<file path="src/rtl/wino_pkg.sv">
// Shared types and sizes for the Winograd tile feeder.
package wino_pkg;

   typedef enum logic [1:0] {
      LOAD_INP = 2'd0,
      LOAD_KER = 2'd1,
      COMPUTE  = 2'd2,
      DRAIN    = 2'd3
   } state_t;

   localparam int INP_BYTES = 16;
   localparam int KER_BYTES = 9;
   localparam int OUT_BYTES = 4;

endpackage

</file>
<file path="src/rtl/winograd.sv">
// Combinational Winograd F(2x2,3x3) core: 4x4 tile correlated with a 3x3 kernel,
// four 8-bit results truncated modulo 256.
// The kernel transform is scaled by 2 on each side so everything stays integer;
// the x4 result is exact, so arithmetic modulo 2^10 followed by dropping the two
// LSBs yields the true result modulo 256.
module winograd (
   input  logic [7:0] inp10, inp11, inp12, inp13,
   input  logic [7:0] inp20, inp21, inp22, inp23,
   input  logic [7:0] inp30, inp31, inp32, inp33,
   input  logic [7:0] inp40, inp41, inp42, inp43,
   input  logic [7:0] ker10, ker11, ker12,
   input  logic [7:0] ker20, ker21, ker22,
   input  logic [7:0] ker30, ker31, ker32,
   output logic [7:0] out10, out11, out20, out21
);
   logic [127:0] d_flat;
   logic [71:0]  g_flat;
   logic [9:0]   d  [4][4];
   logic [9:0]   g  [3][3];
   logic [9:0]   bd [4][4];
   logic [9:0]   v  [4][4];
   logic [9:0]   gg [4][3];
   logic [9:0]   u  [4][4];
   logic [9:0]   m  [4][4];
   logic [9:0]   am [2][4];
   logic [9:0]   y  [2][2];
   logic         unused_lsbs;

   assign d_flat = {inp43, inp42, inp41, inp40, inp33, inp32, inp31, inp30,
                    inp23, inp22, inp21, inp20, inp13, inp12, inp11, inp10};
   assign g_flat = {ker32, ker31, ker30, ker22, ker21, ker20, ker12, ker11, ker10};

   for (genvar gi = 0; gi < 4; gi++) begin : g_d_row
      for (genvar gj = 0; gj < 4; gj++) begin : g_d_col
         assign d[gi][gj] = {2'b00, d_flat[(gi*4+gj)*8 +: 8]};
      end
   end
   for (genvar gi = 0; gi < 3; gi++) begin : g_k_row
      for (genvar gj = 0; gj < 3; gj++) begin : g_k_col
         assign g[gi][gj] = {2'b00, g_flat[(gi*3+gj)*8 +: 8]};
      end
   end

   // Input transform B^T d B, kernel transform (2G) g (2G)^T, product, output transform A^T M A
   always_comb begin
      for (int j = 0; j < 4; j++) begin
         bd[0][j] = d[0][j] - d[2][j];
         bd[1][j] = d[1][j] + d[2][j];
         bd[2][j] = d[2][j] - d[1][j];
         bd[3][j] = d[1][j] - d[3][j];
      end
      for (int i = 0; i < 4; i++) begin
         v[i][0] = bd[i][0] - bd[i][2];
         v[i][1] = bd[i][1] + bd[i][2];
         v[i][2] = bd[i][2] - bd[i][1];
         v[i][3] = bd[i][1] - bd[i][3];
      end
      for (int j = 0; j < 3; j++) begin
         gg[0][j] = g[0][j] << 1;
         gg[1][j] = g[0][j] + g[1][j] + g[2][j];
         gg[2][j] = g[0][j] - g[1][j] + g[2][j];
         gg[3][j] = g[2][j] << 1;
      end
      for (int i = 0; i < 4; i++) begin
         u[i][0] = gg[i][0] << 1;
         u[i][1] = gg[i][0] + gg[i][1] + gg[i][2];
         u[i][2] = gg[i][0] - gg[i][1] + gg[i][2];
         u[i][3] = gg[i][2] << 1;
         for (int j = 0; j < 4; j++) begin
            m[i][j] = u[i][j] * v[i][j];
         end
      end
      for (int j = 0; j < 4; j++) begin
         am[0][j] = m[0][j] + m[1][j] + m[2][j];
         am[1][j] = m[1][j] - m[2][j] - m[3][j];
      end
      for (int i = 0; i < 2; i++) begin
         y[i][0] = am[i][0] + am[i][1] + am[i][2];
         y[i][1] = am[i][1] - am[i][2] - am[i][3];
      end
   end

   assign out10 = y[0][0][9:2];
   assign out11 = y[0][1][9:2];
   assign out20 = y[1][0][9:2];
   assign out21 = y[1][1][9:2];

   // The two LSBs are always zero (result is exactly 4x the true value)
   assign unused_lsbs = ^{y[0][0][1:0], y[0][1][1:0], y[1][0][1:0], y[1][1][1:0]};

endmodule

</file>
<file path="src/rtl/winograd_tile_feeder.sv">
// Byte-stream front end for the Winograd core: loads a 4x4 tile and a 3x3 kernel,
// runs the core for one cycle and streams the four result bytes back out.
// Optional kernel caching is enabled with the WINO_KER_CACHE_EN macro.
module winograd_tile_feeder
   import wino_pkg::*;
#(
   parameter int DATA_W     = 8,
   parameter int TILE_CNT_W = 16
) (
   input  logic                  clk,
   input  logic                  rst_n,
   input  logic                  s_valid,
   output logic                  s_ready,
   input  logic [DATA_W-1:0]     s_data,
   output logic                  m_valid,
   input  logic                  m_ready,
   output logic [DATA_W-1:0]     m_data,
   output logic                  m_last,
   input  logic                  ker_reload,
   output logic                  tile_done,
   output logic [TILE_CNT_W-1:0] tile_cnt
);
   state_t                state_q, state_d;
   logic [3:0]            inp_idx_q, inp_idx_d;
   logic [3:0]            ker_idx_q, ker_idx_d;
   logic [1:0]            out_idx_q, out_idx_d;
   logic [DATA_W-1:0]     inp_q [INP_BYTES];
   logic [DATA_W-1:0]     inp_d [INP_BYTES];
   logic [DATA_W-1:0]     ker_q [KER_BYTES];
   logic [DATA_W-1:0]     ker_d [KER_BYTES];
   logic [DATA_W-1:0]     res_q [OUT_BYTES];
   logic [DATA_W-1:0]     res_d [OUT_BYTES];
   logic [DATA_W-1:0]     core_out [OUT_BYTES];
   logic                  s_ready_q, s_ready_d;
   logic                  m_valid_q, m_valid_d;
   logic [DATA_W-1:0]     m_data_q, m_data_d;
   logic                  m_last_q, m_last_d;
   logic                  tile_done_q, tile_done_d;
   logic [TILE_CNT_W-1:0] tile_cnt_q, tile_cnt_d;
   logic                  need_ker;
   logic                  s_hs;
   logic                  m_hs;

`ifdef WINO_KER_CACHE_EN
   logic                  kernel_valid_q, kernel_valid_d;
   assign need_ker = !kernel_valid_q || ker_reload;
`else
   logic                  unused_ker_reload;
   assign need_ker          = 1'b1;
   assign unused_ker_reload = ker_reload;
`endif

   assign s_hs = s_valid && s_ready_q;
   assign m_hs = m_valid_q && m_ready;

   winograd u_core (
      .inp10(inp_q[0]),  .inp11(inp_q[1]),  .inp12(inp_q[2]),  .inp13(inp_q[3]),
      .inp20(inp_q[4]),  .inp21(inp_q[5]),  .inp22(inp_q[6]),  .inp23(inp_q[7]),
      .inp30(inp_q[8]),  .inp31(inp_q[9]),  .inp32(inp_q[10]), .inp33(inp_q[11]),
      .inp40(inp_q[12]), .inp41(inp_q[13]), .inp42(inp_q[14]), .inp43(inp_q[15]),
      .ker10(ker_q[0]),  .ker11(ker_q[1]),  .ker12(ker_q[2]),
      .ker20(ker_q[3]),  .ker21(ker_q[4]),  .ker22(ker_q[5]),
      .ker30(ker_q[6]),  .ker31(ker_q[7]),  .ker32(ker_q[8]),
      .out10(core_out[0]), .out11(core_out[1]), .out20(core_out[2]), .out21(core_out[3])
   );

   // Next-state, register loading and registered-output values
   always_comb begin
      state_d     = state_q;
      inp_idx_d   = inp_idx_q;
      ker_idx_d   = ker_idx_q;
      out_idx_d   = out_idx_q;
      inp_d       = inp_q;
      ker_d       = ker_q;
      res_d       = res_q;
      m_data_d    = m_data_q;
      m_last_d    = m_last_q;
      tile_done_d = 1'b0;
      tile_cnt_d  = tile_cnt_q;
`ifdef WINO_KER_CACHE_EN
      kernel_valid_d = kernel_valid_q;
`endif
      case (state_q)
         LOAD_INP: begin
            if (s_hs) begin
               inp_d[inp_idx_q] = s_data;
               inp_idx_d        = inp_idx_q + 4'd1;
               if (inp_idx_q == 4'(INP_BYTES - 1)) begin
                  state_d = need_ker ? LOAD_KER : COMPUTE;
               end
            end
         end
         LOAD_KER: begin
            if (s_hs) begin
               ker_d[ker_idx_q] = s_data;
               if (ker_idx_q == 4'(KER_BYTES - 1)) begin
                  ker_idx_d = 4'd0;
                  state_d   = COMPUTE;
`ifdef WINO_KER_CACHE_EN
                  kernel_valid_d = 1'b1;
`endif
               end else begin
                  ker_idx_d = ker_idx_q + 4'd1;
               end
            end
         end
         COMPUTE: begin
            res_d     = core_out;
            m_data_d  = core_out[0];
            m_last_d  = 1'b0;
            out_idx_d = 2'd0;
            state_d   = DRAIN;
         end
         DRAIN: begin
            if (m_hs) begin
               if (m_last_q) begin
                  out_idx_d   = 2'd0;
                  m_last_d    = 1'b0;
                  tile_done_d = 1'b1;
                  tile_cnt_d  = tile_cnt_q + TILE_CNT_W'(1);
                  state_d     = LOAD_INP;
               end else begin
                  out_idx_d = out_idx_q + 2'd1;
                  m_data_d  = res_q[out_idx_q + 2'd1];
                  m_last_d  = (out_idx_q == 2'(OUT_BYTES - 2));
               end
            end
         end
         default: state_d = LOAD_INP;
      endcase
      // Handshake flags follow the next state so they are registered yet never stale
      s_ready_d = (state_d == LOAD_INP) || (state_d == LOAD_KER);
      m_valid_d = (state_d == DRAIN);
   end

   // State and datapath registers, cleared immediately on reset
   always_ff @(posedge clk or negedge rst_n) begin
      if (!rst_n) begin
         state_q     <= LOAD_INP;
         inp_idx_q   <= '0;
         ker_idx_q   <= '0;
         out_idx_q   <= '0;
         for (int i = 0; i < INP_BYTES; i++) inp_q[i] <= '0;
         for (int i = 0; i < KER_BYTES; i++) ker_q[i] <= '0;
         for (int i = 0; i < OUT_BYTES; i++) res_q[i] <= '0;
         s_ready_q   <= 1'b1;
         m_valid_q   <= 1'b0;
         m_data_q    <= '0;
         m_last_q    <= 1'b0;
         tile_done_q <= 1'b0;
         tile_cnt_q  <= '0;
`ifdef WINO_KER_CACHE_EN
         kernel_valid_q <= 1'b0;
`endif
      end else begin
         state_q     <= state_d;
         inp_idx_q   <= inp_idx_d;
         ker_idx_q   <= ker_idx_d;
         out_idx_q   <= out_idx_d;
         inp_q       <= inp_d;
         ker_q       <= ker_d;
         res_q       <= res_d;
         s_ready_q   <= s_ready_d;
         m_valid_q   <= m_valid_d;
         m_data_q    <= m_data_d;
         m_last_q    <= m_last_d;
         tile_done_q <= tile_done_d;
         tile_cnt_q  <= tile_cnt_d;
`ifdef WINO_KER_CACHE_EN
         kernel_valid_q <= kernel_valid_d;
`endif
      end
   end

   assign s_ready   = s_ready_q;
   assign m_valid   = m_valid_q;
   assign m_data    = m_data_q;
   assign m_last    = m_last_q;
   assign tile_done = tile_done_q;
   assign tile_cnt  = tile_cnt_q;

endmodule
</file>
<file path="config.mk">
export PLATFORM = sky130hd
export DESIGN_NAME = winograd_tile_feeder
export DESIGN_NICKNAME = d
export VERILOG_FILES = /design/src/rtl/wino_pkg.sv /design/src/rtl/winograd.sv /design/src/rtl/winograd_tile_feeder.sv
export SDC_FILE = /design/constraint.sdc
export NUM_CORES = 2
export LEC_CHECK = 0
export CAP_MARGIN = 20
export CORE_UTILIZATION = 46
export DETAILED_ROUTE_END_ITERATION = 8
export PLACE_DENSITY = 0.57
export SYNTH_ARGS = -nofsm -noshare
export SYNTH_HDL_FRONTEND = slang
export SYNTH_SLANG_ARGS = --single-unit
</file>
<file path="constraint.sdc">
create_clock -name clk -period 17.3 [get_ports clk]
set_input_delay 3.46 -clock clk [delete_from_list [all_inputs] [get_ports clk]]
set_output_delay 3.46 -clock clk [all_outputs]
set_load 0.1 [all_outputs]
</file>
==> GITHUB_STEP_SUMMARY <==
### Flow metrics

| Metric | Value |
|---|---|
| Number of OpenROAD warnings | `171` |
| Met3 Track Usage GR | `3.01%` |
| Number of global-route vias before repair | `38500` |
| Routability-driven placement congestion ratio | `0.991` |
| Aggregate routed wire length | `161000 um` |
| # H-tree levels | `2` |
| Post-CTS resize count | `0` |
| Outcome | `completed` |
| Worst-margin pin slew | `1200 ps` |
| Class of the tightest hold or removal check | `flop to flop` |
| CTS hold repair buffers | `0` |
| Number of cells in Yosys stat | `5724` |
| Compound-cell area share of the yosys netlist | `9.44%` |
| Pin count of the biggest net entering global routing | `83` |
| Count of boundary I/O pins | `41` |
| DRC viols | `0` |
| Endpoint arrival time on the critical path | `16310 ps` |
| Crit-path most repeated cell | `fa_1` |
| Adder-cell share of the synthesized area | `40.5%` |
| Total negative setup slack | `0 ps` |
| Non-filler instance count after layout | `7281` |
| Post-detailed-route via-to-cell ratio | `5.28` |
| Critical Path Start Type | `flop` |
| Comb area leader | `adder cells` |
| Total vias in the final route | `38500` |
| Post-Synthesis Cell Area | `51500 um^2` |
| Cell Type Count | `72` |
| Final cycle utilization of the critical path | `91.7%` |
| Area of all sequential standard cells | `6810 um^2` |
| Post-Synthesis Cells | `5724` |
| Warnings from Yosys | `0` |
| Buffer levels on the longest clock path | `3` |
| Top cells, area | `fa_1, ha_1, dfrtp_1, inv_1, xnor2_1` |
| Critical path required time | `17740 ps` |
| Clock Latency Late Sink | `580 ps` |
| Simple-Gate Fraction of Synth Area | `11.1%` |
| Critical Path End Type | `flop` |
| Area of the synthesized netlist per yosys stat | `51500 um^2` |
| Synthesized netlist net count | `7078` |
| Count of buffers added by post-CTS timing repair for setup | `0` |
| Number of routed nets with antenna violations | `0` |
| Total grt overflow | `0` |
| Critical path's slowest cell | `dfrtp_1` |
| Maximum fanout encountered on the critical timing path | `8` |
| Core Rows | `122` |
| Num Clock Sinks | `272` |
| Kind of cell adding the most delay to the critical path | `adder cells` |
| Met1 usage in global routing | `40.9%` |
| First-pass GRT wire length | `241000 um` |
| Placed cell count | `7215` |
| Overall chip area | `113000 um^2` |
| Delay of the slowest critical-path stage | `600 ps` |
| Fill cells | `10700` |
| Setup Skew | `38.2 ps` |
| Fp util | `46.5%` |
| Registers with the most flip-flops | `inp_q: 128 flops, ker_q: 72 flops, res_q: 32 flops` |
| Share of async-settable or async-resettable flops after synthesis | `100%` |
| Logic area | `40200 um^2` |
| Fraction of layout cells with a size suffix above 1 | `6.11%` |
| Max reg flops | `128` |
| Die outline width | `337 um` |
| Most used standard cells in the synthesized netlist | `inv_1, ha_1, fa_1` |
| Wire length on met2 | `72400 um` |
| Final hold violations | `0` |
| Yosys xor share | `12.8%` |
| Fraction of the yosys area taken by sequential cells | `13.2%` |
| Uppermost metal layer occupied by signal nets | `met4` |
| Unrepaired setup endpoints after global routing | `no` |
| Layout area overhead | `6.84%` |
| Clock root cell | `clkbuf_16` |
| Port bufs | `39` |
## layout make-up
| class | count | area share, % |
|---|---|---|
| antenna | 2 | 0.00909 |
| clock buffer | 44 | 1.71 |
| sequential | 272 | 12.4 |
| clock inverter | 18 | 0.411 |
| timing repair buffer | 102 | 1.56 |
| tap | 1488 | 3.38 |
| multi-input combinational | 4254 | 73.1 |
| inverter | 1101 | 7.50 |
## layout by cell type, fill, tap and decap left out, types with 146 or more instances in the layout
master,Yosys,layout
inv_1,1100,1100
xor2_1,201,201
nor2_1,429,429
fa_1,545,545
nand2_1,375,374
o21ai_0,146,146
mux2_2,176,176
xnor2_1,461,461
dfrtp_1,271,271
ha_1,796,796
a21oi_1,295,295
## cell families (layout without fill, tap and decap cells)
kind of cell	Yosys count	in the layout
compound gates	788	788
simple gates	1239	1239
other cells	0	2
fa+ha+maj	1341	1341
flops	272	272
xor+xnor	697	697
buf+inv	1198	1265
mux	189	189
## worst paths after layout
path                              start      endpoint  slack, ps  cells after the start
min reg2reg                tile_cnt[15]  tile_cnt[15]        470                      1
max                           ker_q[49]     res_q[31]       1440                     47
min in group asynchronous         rst_n     ker_q[67]       2870                      1
max in group asynchronous         rst_n     inp_q[87]      12510                      4
min                        tile_cnt[15]  tile_cnt[15]        470                      1
max reg2reg                   ker_q[49]     res_q[31]       1440                     47
## metrics by stage
stage / worst slack (ps) / area [um^2] / hold WS (ps) / utilization [%]
finish: 1440 / 55100 / 474 / 49.7
global route: 615 / 55100 / 489 / 49.7
CTS: 1340 / 55000 / 477 / 49.7
detailed placement: 1400 / 53900 / 465 / 48.6
global placement: 1500 / 53900 / 457 / 48.6
floorplan: 3960 / 51500 / 443 / -
Fig. 1: routing congestion map
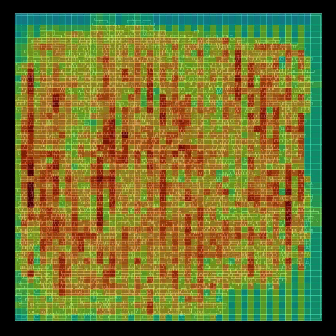
average detailed-routed wire length per instance: 22.1 um
Global Route Usage Sum: 28.8%
most used routing layer in global routing: met2

Fig. 2: met3 routing
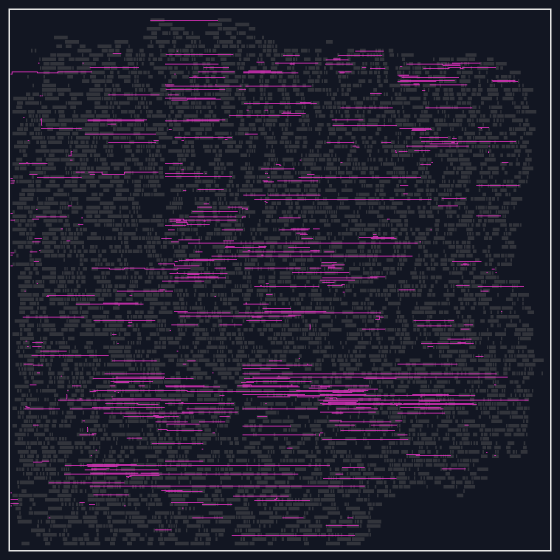
longest straight run: 171 um
main direction: horizontal

Fig. 3: routed clock nets over the placement
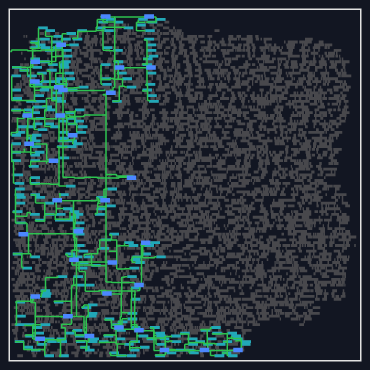
[clock-net drivers] blue | count: 34
[flip-flops] cyan | count: 272
[clock wires] green | length: 4550 um
routed clock nets: 35

Fig. 4: sizing map
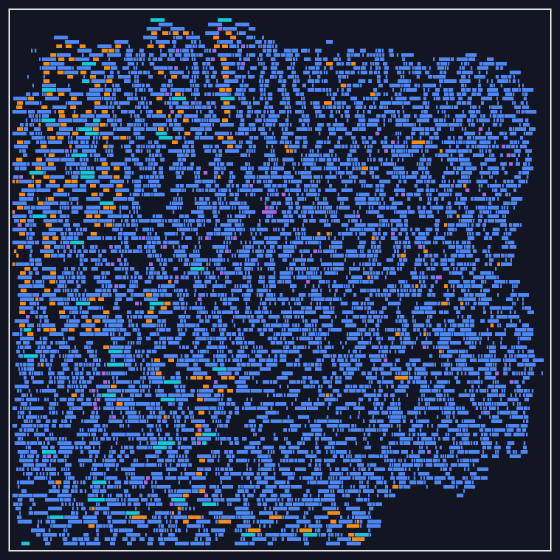
[x1 and smaller] blue | cells: 5437
[x2] orange | cells: 238
[x6 and larger] cyan | cells: 47
[x3 and x4] purple | cells: 69

